File: src/rtl/leds_bank.sv
// rtl/leds_bank.sv - memory-mapped LED bank with blink mask, period, enable and polarity.
// Optional readback port enabled by defining LEDS_BANK_READBACK_EN.
module leds_bank #(
    parameter int NUM_LEDS = 24,
    parameter int ADDR_W   = 5,
    parameter int PRESCALE = 50000
) (
    input  logic                led_clk,
    input  logic                ledrst,
    input  logic                ledwrite,
    input  logic                ledcs,
    input  logic [ADDR_W-1:0]   ledaddr,
    input  logic [15:0]         ledwdata,
`ifdef LEDS_BANK_READBACK_EN
    input  logic                ledread,
    output logic [15:0]         ledrdata,
`endif
    output logic [NUM_LEDS-1:0] ledout
);
    localparam int PW = (PRESCALE > 1) ? $clog2(PRESCALE) : 1;

    logic [ADDR_W-2:0]   k;
    logic                wr;
    logic                tick;
    logic                unused_addr_lsb;

    logic [NUM_LEDS-1:0] data_q, data_d;
    logic [NUM_LEDS-1:0] mask_q, mask_d;
    logic [15:0]         period_q, period_d;
    logic                en_q, en_d;
    logic                inv_q, inv_d;
    logic [PW-1:0]       presc_q, presc_d;
    logic [15:0]         tcnt_q, tcnt_d;
    logic                phase_q, phase_d;
    logic [NUM_LEDS-1:0] ledout_q, ledout_d;

    assign k               = ledaddr[ADDR_W-1:1];
    assign unused_addr_lsb = ledaddr[0];
    assign wr              = ledcs & ledwrite;
    assign tick            = (presc_q == PW'(PRESCALE - 1));

    // Per-bit write select: bit i lives in halfword i/16, so bits past NUM_LEDS simply never exist.
    always_comb begin
        data_d   = data_q;
        mask_d   = mask_q;
        period_d = period_q;
        en_d     = en_q;
        inv_d    = inv_q;
        for (int i = 0; i < NUM_LEDS; i++) begin
            if (wr && int'(k) == i / 16)     data_d[i] = ledwdata[i % 16];
            if (wr && int'(k) == i / 16 + 4) mask_d[i] = ledwdata[i % 16];
        end
        if (wr && int'(k) == 8) period_d = ledwdata;
        if (wr && int'(k) == 9) begin
            en_d  = ledwdata[0];
            inv_d = ledwdata[1];
        end
    end

    always_comb begin
        presc_d = tick ? '0 : presc_q + 1'b1;
        tcnt_d  = tcnt_q;
        phase_d = phase_q;
        if (period_q == 16'd0) begin
            tcnt_d  = 16'd0;
            phase_d = 1'b1;
        end else if (tick) begin
            if (tcnt_q == period_q - 16'd1) begin
                tcnt_d  = 16'd0;
                phase_d = ~phase_q;
            end else begin
                tcnt_d = tcnt_q + 16'd1;
            end
        end
        // A period write restarts blinking in the on phase and overrides a coincident tick.
        if (wr && int'(k) == 8) begin
            presc_d = '0;
            tcnt_d  = 16'd0;
            phase_d = 1'b1;
        end
    end

    assign ledout_d = en_q ? ((data_q & (~mask_q | {NUM_LEDS{phase_q}})) ^ {NUM_LEDS{inv_q}})
                           : {NUM_LEDS{inv_q}};

    always_ff @(posedge led_clk or posedge ledrst) begin
        if (ledrst) begin
            data_q   <= '0;
            mask_q   <= '0;
            period_q <= 16'd0;
            en_q     <= 1'b1;
            inv_q    <= 1'b0;
            presc_q  <= '0;
            tcnt_q   <= 16'd0;
            phase_q  <= 1'b1;
            ledout_q <= '0;
        end else begin
            data_q   <= data_d;
            mask_q   <= mask_d;
            period_q <= period_d;
            en_q     <= en_d;
            inv_q    <= inv_d;
            presc_q  <= presc_d;
            tcnt_q   <= tcnt_d;
            phase_q  <= phase_d;
            ledout_q <= ledout_d;
        end
    end

    assign ledout = ledout_q;

`ifdef LEDS_BANK_READBACK_EN
    always_comb begin
        ledrdata = 16'h0000;
        if (ledcs && ledread) begin
            for (int i = 0; i < NUM_LEDS; i++) begin
                if (int'(k) == i / 16)     ledrdata[i % 16] = data_q[i];
                if (int'(k) == i / 16 + 4) ledrdata[i % 16] = mask_q[i];
            end
            if (int'(k) == 8) ledrdata = period_q;
            if (int'(k) == 9) ledrdata = {14'b0, inv_q, en_q};
        end
    end
`endif

endmodule

File: config.mk
export PLATFORM = sky130hd
export DESIGN_NAME = leds_bank
export DESIGN_NICKNAME = d
export VERILOG_FILES = /design/src/rtl/leds_bank.sv
export SDC_FILE = /design/constraint.sdc
export NUM_CORES = 1
export LEC_CHECK = 0
export ABC_AREA = 1
export CORE_ASPECT_RATIO = 1.5
export CORE_UTILIZATION = 50
export CTS_CLUSTER_SIZE = 30
export DETAILED_ROUTE_END_ITERATION = 8
export HOLD_SLACK_MARGIN = 0.12
export PLACE_DENSITY = 0.71
export SYNTH_ARGS = -nofsm -noshare
export SYNTH_HDL_FRONTEND = slang
export SYNTH_SLANG_ARGS = --single-unit
export TNS_END_PERCENT = 10
File: constraint.sdc
create_clock -name led_clk -period 3.86 [get_ports led_clk]
set_input_delay 0.772 -clock led_clk [delete_from_list [all_inputs] [get_ports led_clk]]
set_output_delay 0.772 -clock led_clk [all_outputs]
set_load 0.02 [all_outputs]
### Routed metal, one color a layer

Scale: 4 px per um. Two of the layers only.
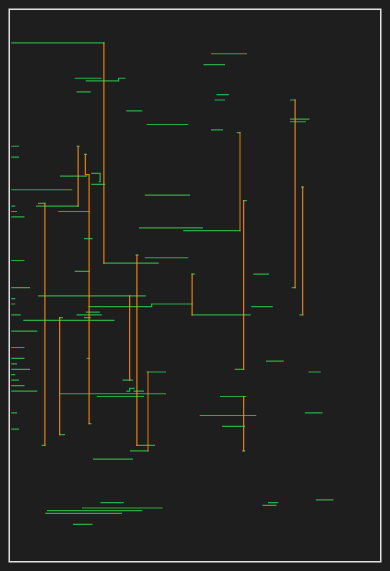
met3 -> green  # wire length 562 um
met4 -> orange  # wire length 486 um
Routed wire per std cell: 14.9 um
vias post-DR: 5,102
global-route total usage across every layer: 0.244

### Nets reached from selected ports

Scale: 3 px per um.
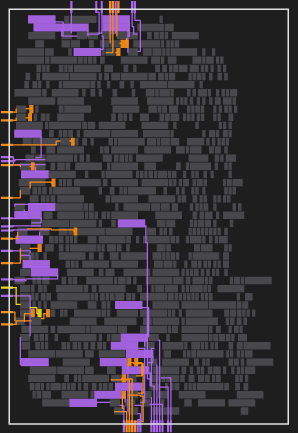
`ledwdata` -> orange  # bits 16, direction input, edge 9 west, 4 south, 3 north, end cells 16, buffers 16, wire 230 um
`ledcs` -> yellow  # bits 1, direction input, edge west, end cells 1, buffers 1, wire 13.4 um
`ledout` -> purple  # bits 24, direction output, edge 10 south, 8 west, 6 north, end cells 24, buffers 24, wire 542 um
Buffers on Ports: 47
total I/O pin count: 49

==> flow_metrics.env <==
# yosys + openroad results
export IMPL_run_status="complete, no violations"
export IMPL_post_synth_most_frequent_cells="nand2_1 (202), dfrtp_1 (121), inv_1 (79)"
export IMPL_synthArstFlopShare=1.00
export IMPL_maxClockFrequency_mhz=376
export IMPL_clock_period_minus_final_worst_setup_slack_ns=2.66
export IMPL_number_of_enable_flip_flop_cells=0
export IMPL_yosysTopAreaCell="dfrtp_1"
export IMPL_initial_antenna_violation_count=0
export IMPL_finish_net_count=821
export IMPL_die_height_um=138
export IMPL_clock_power_share=0.381
export IMPL_yosys_cell_types_count=40
export IMPL_final_core_utilization=0.618
export IMPL_simple_gate_share=0.263
export IMPL_clock_latency_ns=0.41
export IMPL_groute_layer_met1_usage=0.273
export IMPL_yosys_synthesis_chip_area_sq_um=6140
export IMPL_crit_path_kind="flop to flop"
export IMPL_cellInternalPower_mw=3.05
export IMPL_firstDrtPassIters=5
export IMPL_mux_area_frac=0
export IMPL_max_transition_margin=0.402
export IMPL_critPathRequiredTime_ns=4.17
export IMPL_xor_xnor_area_share=0.0668
export IMPL_layout_area_overhead_vs_synth_pct=20.3
export IMPL_maxSlewViolCount=0
export IMPL_combinationalPowerShare=0.238
export IMPL_drtIter0Drc=251
export IMPL_dp_hpwl_um=10000
export IMPL_drt_vias_per_instance=5.32
export IMPL_crit_arrival_ns=2.98
export IMPL_seq_power_share=0.382
export IMPL_final_setup_viol_count=0
export IMPL_groute_layer_met2_usage=0.439
export IMPL_leakagePower_nw=3.45
export IMPL_post_cts_setup_buffer_count=0
export IMPL_postCtsResizedCells=0
export IMPL_critPathMaxFanout=26
export IMPL_die_size_x_um=92.5
export IMPL_initial_core_util=0.514
export IMPL_clk_pin_slew_ns=0.06
export IMPL_postSynthRegisterBits=123
export IMPL_netSwitchingFraction=0.323
export IMPL_cts_max_level=4
export IMPL_global_route_wire_length_before_repair_um=24000
export IMPL_setup_total_negative_slack_ns=0
export IMPL_grt_start_max_net_pins=40
export IMPL_cts_root_to_sink_buffers=2
export IMPL_cts_tree="built"
export IMPL_gp_congestion=0.836
export IMPL_crit_path_start_kind="flop"
export IMPL_finalWirelength_um=14300
export IMPL_std_cell_rows=49
export IMPL_power_density_nw_per_um2=609
export IMPL_clock_skew_ns=0.0123
export IMPL_sequential_area_share_after_synthesis=0.501
export IMPL_grt_met3_usage=0.0480
export IMPL_yosys_area_share_aoi=0.0925
export IMPL_hold_class="flop to flop"
export IMPL_synth_avg_cell_area_sq_um=8.22
export IMPL_ctsHoldBuffers=0
export IMPL_inserted_diodes=0
export IMPL_floorplan_core_area_sq_um=12000
export IMPL_p_switching_mw=1.45
export IMPL_max_cap_violations=0
export IMPL_layout_worst_path_cycle_share=0.690
export IMPL_number_of_buffers_added_by_the_clock_tree_synthesis_step=17
export IMPL_clock_tree_root="clkbuf_16"
export IMPL_netlist_area_leader_share=0.493
export IMPL_synthesis_instances=747
export IMPL_cp_end_kind="flop"
export IMPL_grt_overflow_total=0
export IMPL_grt_setup_unrepaired="no"
export IMPL_netlist_logic_family_top="simple AND/OR/NAND/NOR gates"
export IMPL_mappedNetlistNets=775
export IMPL_via_count_of_the_first_global_routing_pass=5090
export IMPL_route_detailed_drc=0
export IMPL_synthesis_area_sq_um=6140
export IMPL_layout_drive_gt1_share=0.0893
## critical path, cell delays in order (launching register included)
cell and delay (ns):
dfrtp_1 0.41, inv_1 0.19, ha_1 0.31, nand2_4 0.13, nor2_4 0.15, nand2_1 0.13
nand3_2 0.49, nand4_1 0.24, nor2_1 0.18, nand2_1 0.07, nand2_1 0.06, nand2_1 0.05
a21oi_1 0.14
## sequential cells by signal, summed over array words and instances (netlist names)
signal,count
data_q,24
en_q,1
inv_q,1
ledout,24
mask_q,24
period_q,16
phase_q,1
presc_q,16
tcnt_q,16
## per-stage QoR
| stage | area (sq um) | cells | hold WS (ns) | total power, mW | setup WS, ns |
|---|---|---|---|---|---|
| 5_1_grt | 7390 | 959 | 0.478 | 4.74 | 0.947 |
| 4_1_cts | 7390 | 959 | 0.459 | 4.53 | 1.21 |
| 6_report | 7390 | 959 | 0.458 | 4.50 | 1.20 |
| 3_3_place_gp | 6750 | 927 | 0.446 | 2.75 | 0.894 |
| 2_1_floorplan | 6150 | 747 | 0.433 | 2.44 | 1.58 |
| 3_5_place_dp | 6750 | 927 | 0.451 | 2.80 | 0.835 |
## logic make-up (layout without fill, tap and decap cells)
logic type / count (synthesis) / count (layout)
adder cells (fa/ha/maj): 3 / 3
AND-OR/OR-AND: 100 / 100
AND/OR/NAND/NOR: 367 / 367
buffers and inverters: 108 / 167
flip-flops: 123 / 123
XOR/XNOR: 46 / 46
## cells in the final DEF (no fill, tap or decap), types with 3 or more instances in the layout
master,count
a21oi_1,9
a21oi_2,10
a31oi_1,4
buf_4,3
bufinv_16,4
clkbuf_16,17
clkdlybuf4s50_1,47
clkinvlp_4,3
dfrtp_1,121
ha_1,3
inv_1,78
inv_2,3
inv_6,4
nand2_1,202
nand2_2,3
nand3_1,55
nand3_2,3
nand4_1,9
nor2_1,64
nor2_2,4
nor3_1,12
nor3b_1,3
o21ai_0,72
xnor2_1,6
xor2_1,39
## layer usage
metal	up-vias	part of all wire
met5	-	0
met1	2446	0.39
met2	150	0.54
li1	2472	-
met3	34	0.039
met4	0	0.034
## final timing paths
kind                       cells past startpoint                 endpoint                    start  slack, ns
hold reg to reg                                1     presc_q[0]$_DFF_PP0_     presc_q[0]$_DFF_PP0_       0.46
setup reg to reg                              12   tcnt_q[12]$_DFFE_PP0P_  period_q[0]$_DFFE_PP0P_       1.20
max in group asynchronous                      3     ledout[11]$_DFF_PP0_                   ledrst       2.10
setup / recovery                              12   tcnt_q[12]$_DFFE_PP0P_  period_q[0]$_DFFE_PP0P_       1.20
hold / removal                                 1     presc_q[0]$_DFF_PP0_     presc_q[0]$_DFF_PP0_       0.46
min in group asynchronous                      2  period_q[0]$_DFFE_PP0P_                   ledrst       0.90
## power groups by stage
stage / combinational [mW] / clock, mW / sequential (mW)
after floorplan: 0.679 / 0 / 1.76
after global placement: 1.03 / 0 / 1.72
after detailed placement: 1.07 / 0 / 1.74
after CTS: 1.08 / 1.73 / 1.72
after global routing: 1.21 / 1.79 / 1.75
final: 1.07 / 1.71 / 1.72
## area by class of cell
cell class,instances,area (sq um)
clock inverter,14,210
fill,1024,4570
timing repair buffer,52,533
inverter,83,315
sequential,123,3080
multi-input combinational,516,2630
tap,153,191
clock buffer,18,429
No activity file was given, so power comes from the tool's default toggle rates.
